===== src/rtl/ifetch_unit.sv =====
// Instruction fetch stage: owns the PC, issues one-cycle-latency reads to the
// instruction memory and queues fetched words for decode in a 2-entry FIFO.
package memory_pkg;
    localparam logic [31:0] MAP_IMEM_BASE = 32'h0000_0000;
endpackage

module ifetch_unit #(
    parameter logic [31:0] RESET_PC = memory_pkg::MAP_IMEM_BASE
) (
    input  logic        clk_i,
    input  logic        rst_i,
    output logic        imem_req_o,
    output logic [31:0] imem_addr_o,
    input  logic [31:0] imem_instr_i,
    input  logic        redirect_i,
    input  logic [31:0] redirect_pc_i,
    output logic        instr_valid_o,
    input  logic        instr_ready_i,
    output logic [31:0] instr_o,
    output logic [31:0] pc_o,
    output logic        fault_o
);

    typedef enum logic {RUN, HALT} fsm_t;

    fsm_t        fsm_q, fsm_d;
    logic [31:0] pc_q;
    logic [31:0] inflight_pc_q;
    logic        inflight_q;
    logic [1:0]  count_q;

    logic [31:0] fifo_instr [2];
    logic [31:0] fifo_pc    [2];
    logic        fifo_fault [2];

    logic        pop;
    logic        issue;
    logic        fault_push;
    logic        resp_push;
    logic        push;
    logic        space;
    logic        aligned;
    logic [2:0]  occupancy;
    logic [1:0]  level;
    logic [31:0] push_instr;
    logic [31:0] push_pc;

    assign instr_valid_o = (count_q != 2'd0);
    assign instr_o       = instr_valid_o ? fifo_instr[0] : 32'h0;
    assign pc_o          = instr_valid_o ? fifo_pc[0]    : 32'h0;
    assign fault_o       = instr_valid_o & fifo_fault[0];

    assign pop       = instr_valid_o & instr_ready_i;
    // level: entries left after this cycle's pop; also the slot a push lands in
    assign level     = count_q - {1'b0, pop};
    assign occupancy = {1'b0, level} + {2'b00, inflight_q};
    assign space     = (occupancy < 3'd2);
    assign aligned   = (pc_q[1:0] == 2'b00);

    always_comb begin
        fsm_d      = fsm_q;
        issue      = 1'b0;
        fault_push = 1'b0;
        if (redirect_i) begin
            fsm_d = RUN;
        end else begin
            case (fsm_q)
                RUN: begin
                    if (aligned) begin
                        issue = space;
                    end else if (!inflight_q && !level[1]) begin
                        fault_push = 1'b1;
                        fsm_d      = HALT;
                    end
                end
                HALT:    ;
                default: ;
            endcase
        end
    end

    // Request pins stay quiet while reset is held even though pc_q is valid.
    assign imem_req_o  = issue & rst_i;
    assign imem_addr_o = pc_q;

    assign resp_push  = inflight_q & ~redirect_i;
    assign push       = resp_push | fault_push;
    assign push_instr = fault_push ? 32'h0 : imem_instr_i;
    assign push_pc    = fault_push ? pc_q  : inflight_pc_q;

    always_ff @(posedge clk_i or negedge rst_i) begin
        if (!rst_i) begin
            fsm_q      <= RUN;
            pc_q       <= RESET_PC;
            inflight_q <= 1'b0;
            count_q    <= 2'd0;
        end else begin
            fsm_q <= fsm_d;
            if (redirect_i) begin
                pc_q       <= redirect_pc_i;
                inflight_q <= 1'b0;
                count_q    <= 2'd0;
            end else begin
                inflight_q <= issue;
                if (issue) begin
                    pc_q <= pc_q + 32'd4;
                end
                count_q <= level + {1'b0, push};
            end
        end
    end

    always_ff @(posedge clk_i) begin
        if (issue) begin
            inflight_pc_q <= pc_q;
        end
    end

    // Shift-style FIFO: slot 0 is always the head; a push after a pop wins slot 0.
    always_ff @(posedge clk_i) begin
        if (!redirect_i) begin
            if (pop) begin
                fifo_instr[0] <= fifo_instr[1];
                fifo_pc[0]    <= fifo_pc[1];
                fifo_fault[0] <= fifo_fault[1];
            end
            if (push) begin
                fifo_instr[level[0]] <= push_instr;
                fifo_pc[level[0]]    <= push_pc;
                fifo_fault[level[0]] <= fault_push;
            end
        end
    end

endmodule


===== config.mk =====
export PLATFORM = sky130hd
export DESIGN_NAME = ifetch_unit
export DESIGN_NICKNAME = d
export VERILOG_FILES = /design/src/rtl/ifetch_unit.sv
export SDC_FILE = /design/constraint.sdc
export NUM_CORES = 1
export LEC_CHECK = 0
export ABC_CLOCK_PERIOD_IN_PS = 11800
export CORE_MARGIN = 1
export CORE_UTILIZATION = 58
export CTS_BUF_LIST = sky130_fd_sc_hd__clkbuf_4
export CTS_CLUSTER_SIZE = 8
export DETAILED_ROUTE_END_ITERATION = 16
export GPL_TIMING_DRIVEN = 1
export HOLD_SLACK_MARGIN = 0.03
export PLACE_DENSITY_LB_ADDON = 0.15
export SLEW_MARGIN = 20
export SYNTH_ARGS = -nofsm -noshare
export SYNTH_HDL_FRONTEND = slang
export SYNTH_SLANG_ARGS = --single-unit

===== constraint.sdc =====
create_clock -name clk_i -period 11.8 [get_ports clk_i]
set_input_delay 1.77 -clock clk_i [delete_from_list [all_inputs] [get_ports clk_i]]
set_output_delay 1.77 -clock clk_i [all_outputs]
set_load 0.01 [all_outputs]

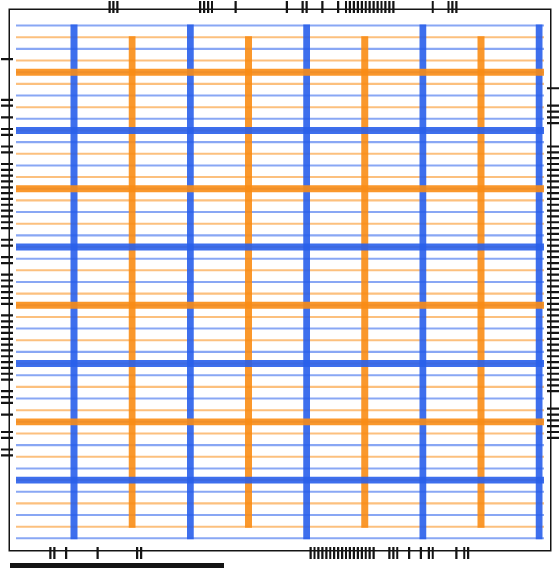
Run 1: floorplan with the power grid
Bar = 50 um. Pins as bars on the die edge.
Key: orange = VDD; blue = VSS
8 straps on met5. 45 met1 rails follow the rows. The core has 44 rows. 9 straps on met4. 167 signal pins sit on the boundary.
Core ar.: 14800 um2
maximum VDD drop: 0.166 mV

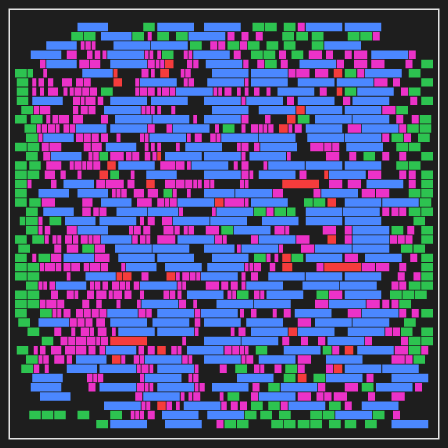
Run 1: placed cells, one colour a class
Key: red = clock drivers and dummy loads [cells 32]; green = remaining buffers and delay cells [cells 172]; blue = sequential cells [cells 198]; magenta = combinational and other logic [cells 505]
std cell rows: 44
Seq/total area: 52.5%
Finished Cell Area: 11000 um2
Core Util, Final: 74.4%

==> results_dict.tcl, run 1 <==
# flow metrics
set metrics [dict create \
    grt-ovfl-total 0 \
    area_share_nonclk_buffers_pct 15.4 \
    power.group.top "registers" \
    yosys.area.top_type_share_pct 54.5 \
    hold_class "reg -> reg" \
    worstSetupEndpointType "output pin" \
    fin_cells 1092 \
    r2r-end "fifo_pc[0][20]$_DFFE_PP_" \
    grt_pass1_wl_um 31900 \
    num_antenna_cells 1 \
    hold_end "fifo_instr[0][22]$_DFFE_PP_" \
    ys_sh_mux_pct 4.78 \
    nets 965 \
    internal_power_uw 1490 \
    io_buffers 166 \
    setup-tns-final_ps 0 \
    cap_viol_max_count 0 \
    yosys_warnings 0 \
    yosysChipArea_um2 8920 \
    use_met1_pct 35.4 \
    grt_max_degree 68 \
    nClkBuffers 21 \
    critPathMaxFanout 33 \
    critPathCapture "imem_req_o" \
    period_minus_slack_ps 6290 \
    top_regs "fifo_instr: 64 flops, fifo_pc: 64 flops" \
    synth_area_per_cell_um2 11.9 \
    vias 6347 \
    cpMostUsedCell "clkdlybuf4s50_1" \
    critPathMaxStageDelay_ps 770 \
    nWellTaps 184 \
    routed_via_density 5.81 \
    seqPwrFrac_pct 45.8 \
    synth.most_common_cell "edfxtp_1" \
    drtIter0Drc 581 \
    p_sw_uw 720 \
    outcome "finished, final reports clean" \
    drc 0 \
    gp_congestion 0.826 \
    netlist_instances 748 \
    slew_headroom_pct 31.2 \
    path_class "in -> out" \
    common_cells "edfxtp_1 (162), nand2_1 (108), and2_1 (106)" \
    tightest_slew_ps 1030 \
    cts_max_path_buffers 2 \
    syn_area_um2 8920 \
    crit_arrival_ps 4520 \
    min_from "fifo_instr[1][22]$_DFFE_PP_" \
    p_per_area_nw_per_um2 201 \
    ios 167 \
    final-clk-cell-share_pct 2.67 \
    finalCritPeriodShare_pct 53.3 \
    grt_usage_pct 25.9 \
    drtPass1Iterations 5 \
    required_ps 10030 \
    fp_util_pct 60.5 \
    area_leaders "edfxtp_1 (55%), dfrtp_1 (10%), and2_1 (7.4%)" \
    wl_met3_um 1500 \
    synth-async-reset-ratio_pct 18.2 \
    gr-usage-met3_pct 4.50 \
    warning_count 26 \
    largest_cell_class "flip-flops and latches" \
    cts_hold_buf 0 \
    yosys.area_share.simple_pct 18.2 \
    wl_um 19800 \
    cp_num_cells 8 \
    lay_top_count "clkdlybuf4s50_1" \
    pwr-share-clk_pct 16.7 \
    flop_area_um2 5770 \
    top_usage_layer "met2" \
    critPathLaunchType "input pin" \
    hpwl_um 12800 \
    synth.net_count 819 \
    adder_share_pct 0.421 \
    comb_power_share_pct 37.6 \
    drive_above_1_share_pct 9.59 \
    place_inst 1059 \
    startpoint "instr_ready_i" \
]
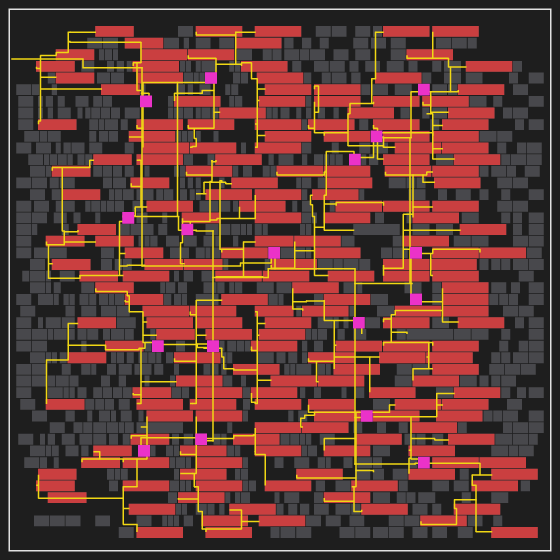
Run 1: clock network drawn from the DEF
Key: yellow = clock wires [length 2000 um]; magenta = clock drivers [count 17]; red = flip-flops [count 198]
Position of the flops: widely spread.
Setup Skew: 18.6 ps
Late-Pin Clk Latency: 580 ps
Clk power: 368 uW

Run 1, routed metal, one colour a layer:
Bar = 50 um.
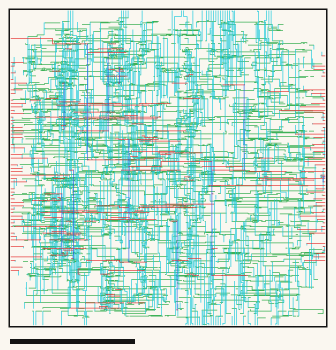

## Run 2: what changed since run 1
ABC_CLOCK_PERIOD_IN_PS = 5300   (was 11800)
CORE_UTILIZATION = 49   (was 58)
clock period = 5.3 ns   (was 11.8 ns; I/O delays follow)
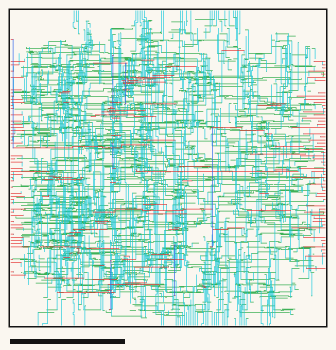
Run 2: routed metal, one colour a layer
Bar = 50 um.
Key: red = metal 3 [wire length 1290 um]; blue = metal 4 [wire length 192 um]; green = metal 1 [wire length 9170 um]; cyan = metal 2 [wire length 9590 um]
total wire length: 20300 um
Via Count: 6239
GRT Util Overall: 22.3%
WL/cell: 17.8 um

==> results_dict.tcl, run 2 <==
# flow metrics
set metrics [dict create \
    p_per_area_nw_per_um2 443 \
    fmax_ghz 0.224 \
    synth-async-reset-ratio_pct 18.2 \
    finalCritPeriodShare_pct 84.0 \
    gr-usage-met3_pct 3.48 \
    p_sw_uw 1610 \
    startpoint "count_q[1]$_DFF_PN0_" \
    grt_max_degree 68 \
    ios 167 \
    p_total_uw 4920 \
    ff2ff_setup_slack_ps 1440 \
    drtPass1Iterations 5 \
    area_share_nonclk_buffers_pct 16.0 \
    cts_sinks 198 \
    ys_cells 748 \
    syn_area_um2 8920 \
    critPathCapture "imem_req_o" \
    ff_count 198 \
    swShare_pct 32.7 \
    logic_gate_count 492 \
    fp_util_pct 50.9 \
    critPathLaunchType "flip-flop" \
    top_usage_layer "met2" \
    nets 970 \
    final_util_pct 63.3 \
    synth_area_per_cell_um2 11.9 \
    outcome "finished, final reports clean" \
    period_minus_slack_ps 4450 \
    synth.comb.largest_family "simple AND/OR/NAND/NOR gates" \
    clk_latency_ps 570 \
    grt-ovfl-total 0 \
    top_layer_used "met4" \
    wl_met1_um 9170 \
    synth_seq_share_pct 64.6 \
    dieArea_um2 18800 \
    synth.largest_area_cell "edfxtp_1" \
    wl_met2_um 9590 \
    common_cells "edfxtp_1 (162), nand2_1 (108), and2_1 (106)" \
    htreeDepth 4 \
    aoi_share_pct 7.07 \
    final-clk-cell-share_pct 2.45 \
    path_buffers 2 \
    ant_nets 0 \
    pwr-share-clk_pct 15.6 \
    hpwl_um 12900 \
    internal_power_uw 3310 \
    numCtsBuffers 17 \
    adder_share_pct 0.421 \
    place_area_um2 10800 \
    clockRootBuffer "clkbuf_4" \
    setup-tns-final_ps 0 \
    hold_viol 0 \
    synth.most_common_cell "edfxtp_1" \
    worst-r2r-cell-count 10 \
    lay_top_count "clkdlybuf4s50_1" \
    comb_share_pct 26.5 \
    synth_flops 198 \
    yosys.area.top_type_share_pct 54.5 \
    power.group.top "registers" \
    top_regs "fifo_instr: 64 flops, fifo_pc: 64 flops" \
    powerComb_uw 1890 \
    nClkBuffers 22 \
    worstSetupEndpointType "output pin" \
    area_leaders "edfxtp_1 (55%), dfrtp_1 (10%), and2_1 (7.4%)" \
    r2r-end "fifo_pc[1][8]$_DFFE_PP_" \
    xor_share_pct 2.36 \
    path_class "reg -> out" \
    power.leakage_uw 0.00397 \
    yosysChipArea_um2 8920 \
    gp_congestion 0.825 \
    largest_cell_class "flip-flops and latches" \
    fin_cells 1139 \
    use_met2_pct 35.1 \
    critPathMaxStageDelay_ps 670 \
    grt_pass1_vias 6084 \
    powerSeq_uw 2250 \
    crit_family "simple AND/OR/NAND/NOR gates" \
    wl_met3_um 1290 \
    num_antenna_cells 2 \
    layout_setup_ws_ps 846 \
    grt_pass1_wl_um 31600 \
    slew_headroom_pct 31.4 \
    num-fill-cells 1369 \
    final-comb-area_um2 2940 \
    cts_tree "yes" \
    ir_drop_mv 0.352 \
    yosys_warnings 0 \
    inv_count 13 \
    io_buffers 166 \
    antenna_found_initial 1 \
    cts_max_path_buffers 2 \
    coreArea_um2 17500 \
    lay_top_cells "clkdlybuf4s50_1 (164), edfxtp_1 (162), nand2_1 (108)" \
    drive_above_1_share_pct 9.98 \
    seqPwrFrac_pct 45.8 \
    tightest_slew_ps 1030 \
    slowest_stage "or2_2" \
    use_met1_pct 31.8 \
    yosys.area_share.simple_pct 18.2 \
    fp.dieH_um 137 \
    edf_count 162 \
    ys_types 41 \
    num_rows 48 \
    setup_viol 0 \
    place_inst 1104 \
    cts.clk_slew.worst_paths_ps 150 \
    drv_slew 0 \
    synth.net_count 819 \
    post_cts_buffers 0 \
    crit_arrival_ps 3660 \
    critPathMaxFanout 68 \
    p_clk_uw 769 \
    routed_via_density 5.48 \
    cap_viol_max_count 0 \
    whs_ps 310 \
    drc 0 \
    drtIter0Drc 610 \
    comb_power_share_pct 38.5 \
    rsz0062_at_grt "false" \
    place_ws_ps 1270 \
    flop_cell "edfxtp_1" \
    rr_startpoint "count_q[1]$_DFF_PN0_" \
    crit_chain "or2_2 > and2_1 > ha_1 > xor2_1 > nor4b_2 > buf_4 > and3_1 > clkdlybuf4s50_1" \
    hold_class "in -> async" \
    cts_resized 0 \
    design_area_um2 11100 \
    warning_count 26 \
    clock_skew_ps 13.2 \
    ys_sh_mux_pct 4.78 \
    seqAreaFraction_pct 52.0 \
    cts_hold_buf 0 \
    flop_area_um2 5770 \
    buffers 177 \
    syn_to_final_growth_pct 24.3 \
    cp_num_cells 8 \
    netlist_instances 748 \
    nWellTaps 225 \
    required_ps 4510 \
    die_w_um 137 \
]
Run 2, placed cells, one colour a class:
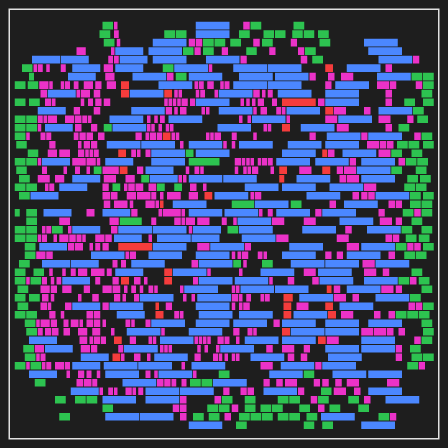

## Run 3: what changed since run 2
ABC_CLOCK_PERIOD_IN_PS = 3870   (was 5300)
clock period = 3.87 ns   (was 5.3 ns; I/O delays follow)
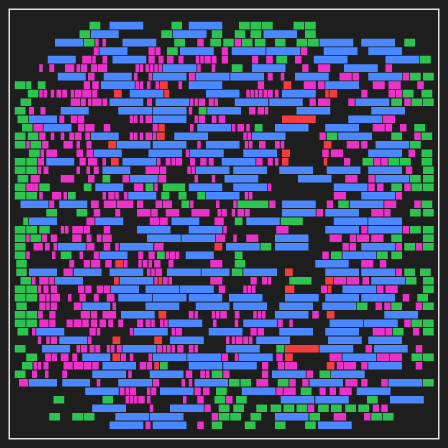
Run 3: placed cells, one colour a class
Key: magenta = combinational and other logic [cells 505]; green = remaining buffers and delay cells [cells 186]; blue = sequential cells [cells 198]; red = clock drivers and dummy loads [cells 32]
Core Util, Final: 63.6%
Core ar.: 17500 um2
std cell rows: 48
Seq/total area: 51.7%
Finished Cell Area: 11200 um2

==> results_dict.tcl, run 3 <==
# flow metrics
set metrics [dict create \
    path_class "reg -> out" \
    num-fill-cells 1380 \
    flop_area_um2 5770 \
    seqPwrFrac_pct 45.5 \
    antenna_found_initial 1 \
    critPathMaxStageDelay_ps 530 \
    buffers 186 \
    grt_usage_pct 22.5 \
    critPathLaunchType "flip-flop" \
    cts_max_path_buffers 2 \
    grt_pass1_vias 6196 \
    synth.comb.largest_family "simple AND/OR/NAND/NOR gates" \
    period_minus_slack_ps 3680 \
    comb_power_share_pct 39.2 \
    yosys.area.top_type_share_pct 54.5 \
    p_total_uw 6770 \
    outcome "finished, final reports clean" \
    powerSeq_uw 3080 \
    dieArea_um2 18800 \
    clock_skew_ps 20.5 \
    swShare_pct 32.7 \
    area_share_nonclk_buffers_pct 16.7 \
    grt_max_degree 67 \
    drc 0 \
    place_ws_ps 327 \
    layout_setup_ws_ps 188 \
    syn_area_um2 8920 \
    warning_count 26 \
    startpoint "count_q[1]$_DFF_PN0_" \
    cts_resized 0 \
    critPathCapture "imem_req_o" \
    netlist_instances 748 \
    place_area_um2 10900 \
    edf_count 162 \
    clk_latency_ps 580 \
    slowest_stage "clkdlybuf4s50_1" \
    synth_seq_share_pct 64.6 \
    finalCritPeriodShare_pct 95.2 \
    grt_pass1_wl_um 31700 \
    ys_cells 748 \
    ys_types 41 \
    gr-usage-met3_pct 4.26 \
    lay_top_count "clkdlybuf4s50_1" \
    aoi_share_pct 7.07 \
    use_met2_pct 36.6 \
    synth.net_count 819 \
    hpwl_um 13500 \
    top_layer_used "met4" \
    crit_family "simple AND/OR/NAND/NOR gates" \
    die_w_um 137 \
    drtIter0Drc 304 \
    r2r-end "fifo_instr[0][18]$_DFFE_PP_" \
    final-clk-cell-share_pct 2.34 \
    comb_share_pct 26.4 \
    common_cells "edfxtp_1 (162), nand2_1 (108), and2_1 (106)" \
    xor_share_pct 2.36 \
    synth.most_common_cell "edfxtp_1" \
    flop_cell "edfxtp_1" \
    synth_flops 198 \
    nWellTaps 225 \
    cts_tree "yes" \
    cp_num_cells 7 \
    path_buffers 1 \
    fmax_ghz 0.272 \
    worstSetupEndpointType "output pin" \
    numCtsBuffers 17 \
    fp.dieH_um 137 \
    final-comb-area_um2 2940 \
    yosys_warnings 0 \
    powerComb_uw 2660 \
    vias 6233 \
    top_regs "fifo_instr: 64 flops, fifo_pc: 64 flops" \
    p_sw_uw 2210 \
    whs_ps 60.8 \
    use_met1_pct 30.3 \
]
No activity file was given, so power comes from the tool's default toggle rates.
